$ cat config.mk
export PLATFORM = sky130hd
export DESIGN_NAME = unaligned_access_sequencer
export DESIGN_NICKNAME = d
export VERILOG_FILES = /design/src/rtl/unaligned_access_sequencer.sv
export SDC_FILE = /design/constraint.sdc
export NUM_CORES = 1
export LEC_CHECK = 0
export CAP_MARGIN = 25
export CORE_AREA = 2 2 107 109
export CTS_BUF_LIST = sky130_fd_sc_hd__clkbuf_8
export CTS_CLUSTER_SIZE = 30
export DETAILED_ROUTE_END_ITERATION = 8
export DIE_AREA = 0 0 109 111
export GPL_TIMING_DRIVEN = 0
export HOLD_SLACK_MARGIN = 0.06
export PLACE_DENSITY = 0.89
export SYNTH_ARGS = -nofsm -noshare
export SYNTH_HDL_FRONTEND = slang
export SYNTH_SLANG_ARGS = --single-unit
export TNS_END_PERCENT = 100
$ cat constraint.sdc
create_clock -name clock -period 4.9 [get_ports clock]
set_input_delay 0.98 -clock clock [delete_from_list [all_inputs] [get_ports clock]]
set_output_delay 0.98 -clock clock [all_outputs]
set_load 0.02 [all_outputs]
$ cat src/rtl/unaligned_access_sequencer.sv
// Splits unaligned MEM-stage accesses into aligned data-memory accesses and stalls the pipeline meanwhile.
// Optional UNALIGNED_TRAP_EN: unaligned accesses raise an address-error trap instead of being split.
package unaligned_access_sequencer_pkg;
  typedef enum logic [2:0] {
    READ_BYTE_SIGNED   = 3'd0,
    READ_BYTE_UNSIGNED = 3'd1,
    READ_HALF_SIGNED   = 3'd2,
    READ_HALF_UNSIGNED = 3'd3,
    READ_WORD          = 3'd4
  } read_type_t;

  typedef enum logic [1:0] {
    WRITE_BYTE = 2'd0,
    WRITE_HALF = 2'd1,
    WRITE_WORD = 2'd2
  } write_type_t;
endpackage

module unaligned_access_sequencer
  import unaligned_access_sequencer_pkg::*;
#(
  parameter logic [4:0] LOAD_EXC_CODE  = 5'd4,
  parameter logic [4:0] STORE_EXC_CODE = 5'd5
) (
  input  logic        clock,
  input  logic        reset,
  input  logic        reqValid,
  input  logic        reqLoad,
  input  logic        reqWriteEnable,
  input  logic [31:0] reqAddress,
  input  read_type_t  reqReadType,
  input  write_type_t reqWriteType,
  input  logic [31:0] reqWriteValue,
  input  logic [31:0] reqPc,
  output logic        stall,
  output logic [31:0] loadResult,
  output logic        exceptionValid,
  output logic [4:0]  exceptionCode,
  output logic [31:0] memAddress,
  output read_type_t  memReadType,
  output logic        memWriteEnable,
  output write_type_t memWriteType,
  output logic [31:0] memWriteValue,
  output logic [31:0] memPcValue,
  input  logic [31:0] memReadResult
);

  typedef enum logic [1:0] {
    IDLE       = 2'd0,
    LOAD_HI    = 2'd1,
    STORE_BEAT = 2'd2
  } state_t;

  state_t      state;
  logic [31:0] lowWord;
  logic [1:0]  beat;

  logic        isStore;
  logic        isLoad;
  logic        isWord;
  logic        isHalf;
  logic        unaligned;
  logic [1:0]  lastBeat;
  logic [1:0]  curBeat;
  logic [31:0] alignedBase;
  logic [31:0] merged;
  logic [7:0]  storeByte;
  logic        stallS;
  logic        writeEnableS;
  logic        exceptionS;
  logic [31:0] loadS;

`ifndef UNALIGNED_TRAP_EN
  logic [9:0]  unusedExcCodes;
  assign unusedExcCodes = {LOAD_EXC_CODE, STORE_EXC_CODE};
`endif

  function automatic logic [31:0] extendHalf(input logic [15:0] half, input logic signedExt);
    return signedExt ? {{16{half[15]}}, half} : {16'd0, half};
  endfunction

  // Classify the request and precompute addresses, merge window and the store byte for the current beat.
  always_comb begin
    isStore     = reqWriteEnable;
    isLoad      = reqLoad & ~reqWriteEnable;
    isWord      = isStore ? (reqWriteType == WRITE_WORD) : (reqReadType == READ_WORD);
    isHalf      = isStore ? (reqWriteType == WRITE_HALF)
                          : ((reqReadType == READ_HALF_SIGNED) || (reqReadType == READ_HALF_UNSIGNED));
    unaligned   = reqValid & (isStore | isLoad) &
                  ((isWord & (reqAddress[1:0] != 2'b00)) | (isHalf & reqAddress[0]));
    lastBeat    = isWord ? 2'd3 : 2'd1;
    curBeat     = (state == STORE_BEAT) ? beat : 2'd0;
    alignedBase = {reqAddress[31:2], 2'b00};
    merged      = 32'({memReadResult, lowWord} >> {reqAddress[1:0], 3'b000});
    storeByte   = reqWriteValue[{curBeat, 3'b000} +: 8];
  end

  // Drive the memory side and the pipeline-facing results for the current state.
  always_comb begin
    memAddress    = reqAddress;
    memReadType   = reqReadType;
    memWriteType  = reqWriteType;
    memWriteValue = reqWriteValue;
    memPcValue    = reqPc;
    writeEnableS  = reqValid & reqWriteEnable;
    stallS        = 1'b0;
    exceptionS    = 1'b0;
    exceptionCode = 5'd0;
    loadS         = memReadResult;
    case (state)
      IDLE: begin
        if (unaligned) begin
`ifdef UNALIGNED_TRAP_EN
          writeEnableS  = 1'b0;
          exceptionS    = 1'b1;
          exceptionCode = isStore ? STORE_EXC_CODE : LOAD_EXC_CODE;
          loadS         = 32'd0;
`else
          stallS = 1'b1;
          if (isStore) begin
            writeEnableS  = 1'b1;
            memWriteType  = WRITE_BYTE;
            memWriteValue = {24'd0, storeByte};
          end else begin
            memAddress  = alignedBase;
            memReadType = READ_WORD;
          end
`endif
        end else begin
          stallS = 1'b0;
        end
      end
      LOAD_HI: begin
        writeEnableS = 1'b0;
        memAddress   = alignedBase + 32'd4;
        memReadType  = READ_WORD;
        if (isWord) begin
          loadS = merged;
        end else begin
          loadS = extendHalf(merged[15:0], reqReadType == READ_HALF_SIGNED);
        end
      end
      STORE_BEAT: begin
        writeEnableS  = 1'b1;
        memWriteType  = WRITE_BYTE;
        memAddress    = reqAddress + {30'd0, beat};
        memWriteValue = {24'd0, storeByte};
        stallS        = (beat != lastBeat);
      end
      default: begin
        writeEnableS = 1'b0;
      end
    endcase
  end

  // Reset forces the pipeline-facing controls quiet even before the first clock edge.
  assign stall          = reset & stallS;
  assign memWriteEnable = reset & writeEnableS;
  assign exceptionValid = reset & exceptionS;
  assign loadResult     = reset ? loadS : 32'd0;

  // Sequencer state: low-word capture for split loads, beat counter for split stores.
  always_ff @(posedge clock or negedge reset) begin
    if (!reset) begin
      state   <= IDLE;
      lowWord <= 32'd0;
      beat    <= 2'd0;
    end else begin
      case (state)
        IDLE: begin
`ifdef UNALIGNED_TRAP_EN
          state <= IDLE;
`else
          if (unaligned && isStore) begin
            state <= STORE_BEAT;
            beat  <= 2'd1;
          end else if (unaligned) begin
            lowWord <= memReadResult;
            state   <= LOAD_HI;
          end else begin
            state <= IDLE;
          end
`endif
        end
        LOAD_HI: begin
          state <= IDLE;
        end
        STORE_BEAT: begin
          if (beat == lastBeat) begin
            state <= IDLE;
            beat  <= 2'd0;
          end else begin
            beat <= beat + 2'd1;
          end
        end
        default: begin
          state <= IDLE;
          beat  <= 2'd0;
        end
      endcase
    end
  end

endmodule

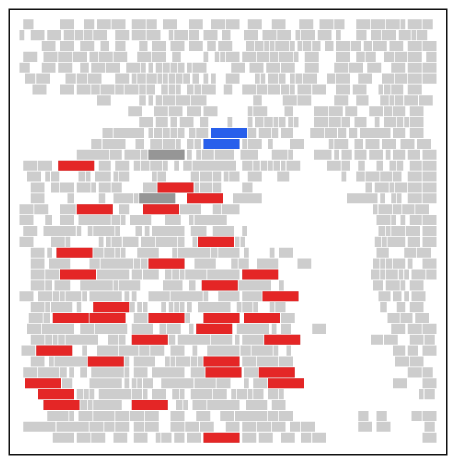
Fig. 1. Register map, names as in the netlist (run 1).
Scale: 4 px per um. Other sequential cells in the stronger gray, the rest of the logic in the fainter gray.
Blue stands for beat, flops 2. Red stands for lowWord, flops 32.

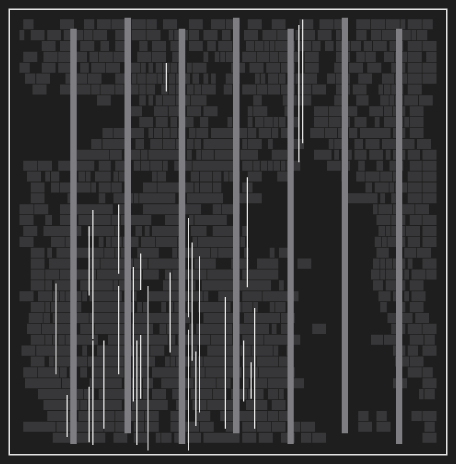
Fig. 2. M4 wires (run 1).
Scale: 4 px per um. Supply wires on this layer in gray.
The longest straight run is 40.8 um. The wires run mostly vertical. The layer carries 651 um of wire.

==> notes.md <==
Figures from the flow reports.

Logic synthesis:
- Per the synthesis report, the single largest cell type by area occupies 19.9% of cell area.
- The run gives the total cells reported by yosys after synthesis as 507.
- Summing the sequential cell areas from Yosys gives just under 20% of the chip area.
- Sorting the Yosys area breakdown by cell type puts at the top dfrtp_1.
- The run gives the yosys stat chip area as 4530 um2.
- The run puts the fraction of registers with async set or reset after synthesis at 100%.
- The run gives the dominant cell by count in the synthesized netlist as nand2_1.
- After synthesis, the mean cell area works out to 8.93 um2.
- After technology mapping, the gate count stands at slightly above 500.
- The run puts the number of enable flip-flop cells at 0.
- The run gives the prevailing post-synth register cell as dfrtp_1.

GRT:
- Summed over all routing layers, the global router reports a total usage of roughly 28%.
- The run gives the met1 track demand over resource as 32.9%.
- The run gives the number of antenna violations at the first check in global routing as 0.

Layout:
- After routing the design area is 7270 um2.
- 0 antenna diodes ended up in the layout.
- Looking at the area split, the leading class of cells is logic gates.
- The run gives the count of filler cells inserted in the layout as ~870.
- Ranking logic cells in the layout by count gives the top entries clkdlybuf4s50_1, nand2_1, buf_4.
- The run gives the combinational cell area excluding buffers and inverters as approximately 3100 um2.
- The run puts the combinational share of cell area at roughly 43%.
- The run gives the number of nets in the final layout as 903.
- The run gives the count of multi-input combinational gates as roughly 390.
- The run puts the count of plain and timing-repair buffers in the layout at 314.
- The run gives the final sequential cell count as 36.
- The run puts the area overhead of the layout relative to synthesis at 60.4%.

Power and ir drop:
- The run puts the switching power as a share of total power at 40.7%.
- The share of total power dissipated in combinational logic is 64.7%.
- The internal power of the cells totals 1.42 mW.
- The flow reported a cell area power density of 331 nW/um2.

Place:
- The run gives the setup slack after placement as -0.0978 ns.
- RePlAce ended its routability-driven mode at a weighted congestion of 0.975.
- The run puts the HPWL reported at the end of detailed placement at 13600 um.

STA:
- The run gives the final cycle utilization of the critical path as a little over nine tenths.
- The run puts the worst-case setup margin in the final layout at between 0.07 and 0.08 ns.
- Measured against its own limit, the worst slew margin works out to 59.1%.
- The run puts the final setup violation count at 0.
- The run puts the measured slew at the worst slew-check pin at 0.613 ns.
- The run gives the maximum operating frequency as 207 MHz.

Floorplan:
- The run puts the I/O pin count at 279.
- The die covers 12100 um2.
- The die is around 110 um wide.
- The run puts the floorplan-stage core utilization at 40.9%.

Hold path:
- Note that the worst hold path type here is register to register.
- Hold analysis shows the worst path with a depth of 1.

Clock tree:
- The run gives the number of buffers inserted for hold repair after clock tree synthesis as 0.
- The run gives the number of buffers added by the clock tree synthesis step as 5.
- The run gives the clock slew seen by the registers of the worst setup and hold paths as roughly 0.08 ns.
- The run gives the CTS root buffer as clkbuf_8.

Detailed routing:
- The run puts the via-per-instance ratio at 5.60.
- The run gives the routed length per placed instance as 19.1 um.
- The run puts the met2 wirelength from detailed routing at 8710 um.
- The run gives the detailed-route wire length as around 17000 um.
- The first TritonRoute pass finished after 6 iterations.
- The routed layout reports a DRC error count of 0.

Worst setup path:
- The run gives the data required time at the worst endpoint as 3.92 ns.
- The run puts the number of buffer and inverter stages on the critical path at 5.
- Among all stages on the critical path, the maximum delay recorded is 0.69 ns.
- The run gives the element type at the critical path end as a primary output.
- The worst register-to-register path has a depth of 5.
- The run gives the worst path arrival time as between 3 and 4 ns.

Outcome:
- The flow ran to the end, and the final reports show no timing, DRC or antenna violations.
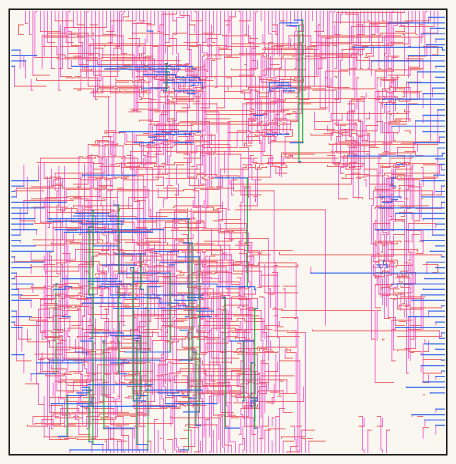
Fig. 3. Metal layers overlaid (run 1).
Scale: 4 px per um.
Red stands for metal 1, wire length 6440 um. Magenta stands for metal 2, wire length 8710 um. Green stands for metal 4, wire length 651 um. Blue stands for metal 3, wire length 1460 um.

-- run 1: sequential cells by signal (all words and copies together) (netlist names) --
signal	count
state	2
beat	2
lowWord	32
-- run 1: power groups by stage --
stage	registers, mW	logic, mW	clock network (mW)
2_1_floorplan	0.525	0.973	0
3_3_place_gp	0.551	1.50	0
3_5_place_dp	0.570	1.54	0
4_1_cts	0.567	1.55	0.274
5_1_grt	0.591	1.65	0.289
6_report	0.573	1.55	0.275
-- run 1: cells by family (layout without fill, tap and decap cells) --
group           Yosys count  after routing  share of synthesized area, %
simple gates            187            187                          20.7
compound gates           83             83                          12.0
other cells               1              6                        0.0828
buf+inv                  88            338                          11.4
fa+ha+maj                 4              4                          1.27
mux                      76             76                          28.5
flops                    36             36                          19.9
xor+xnor                 32             32                          6.19
No activity file was given, so power comes from the tool's default toggle rates.
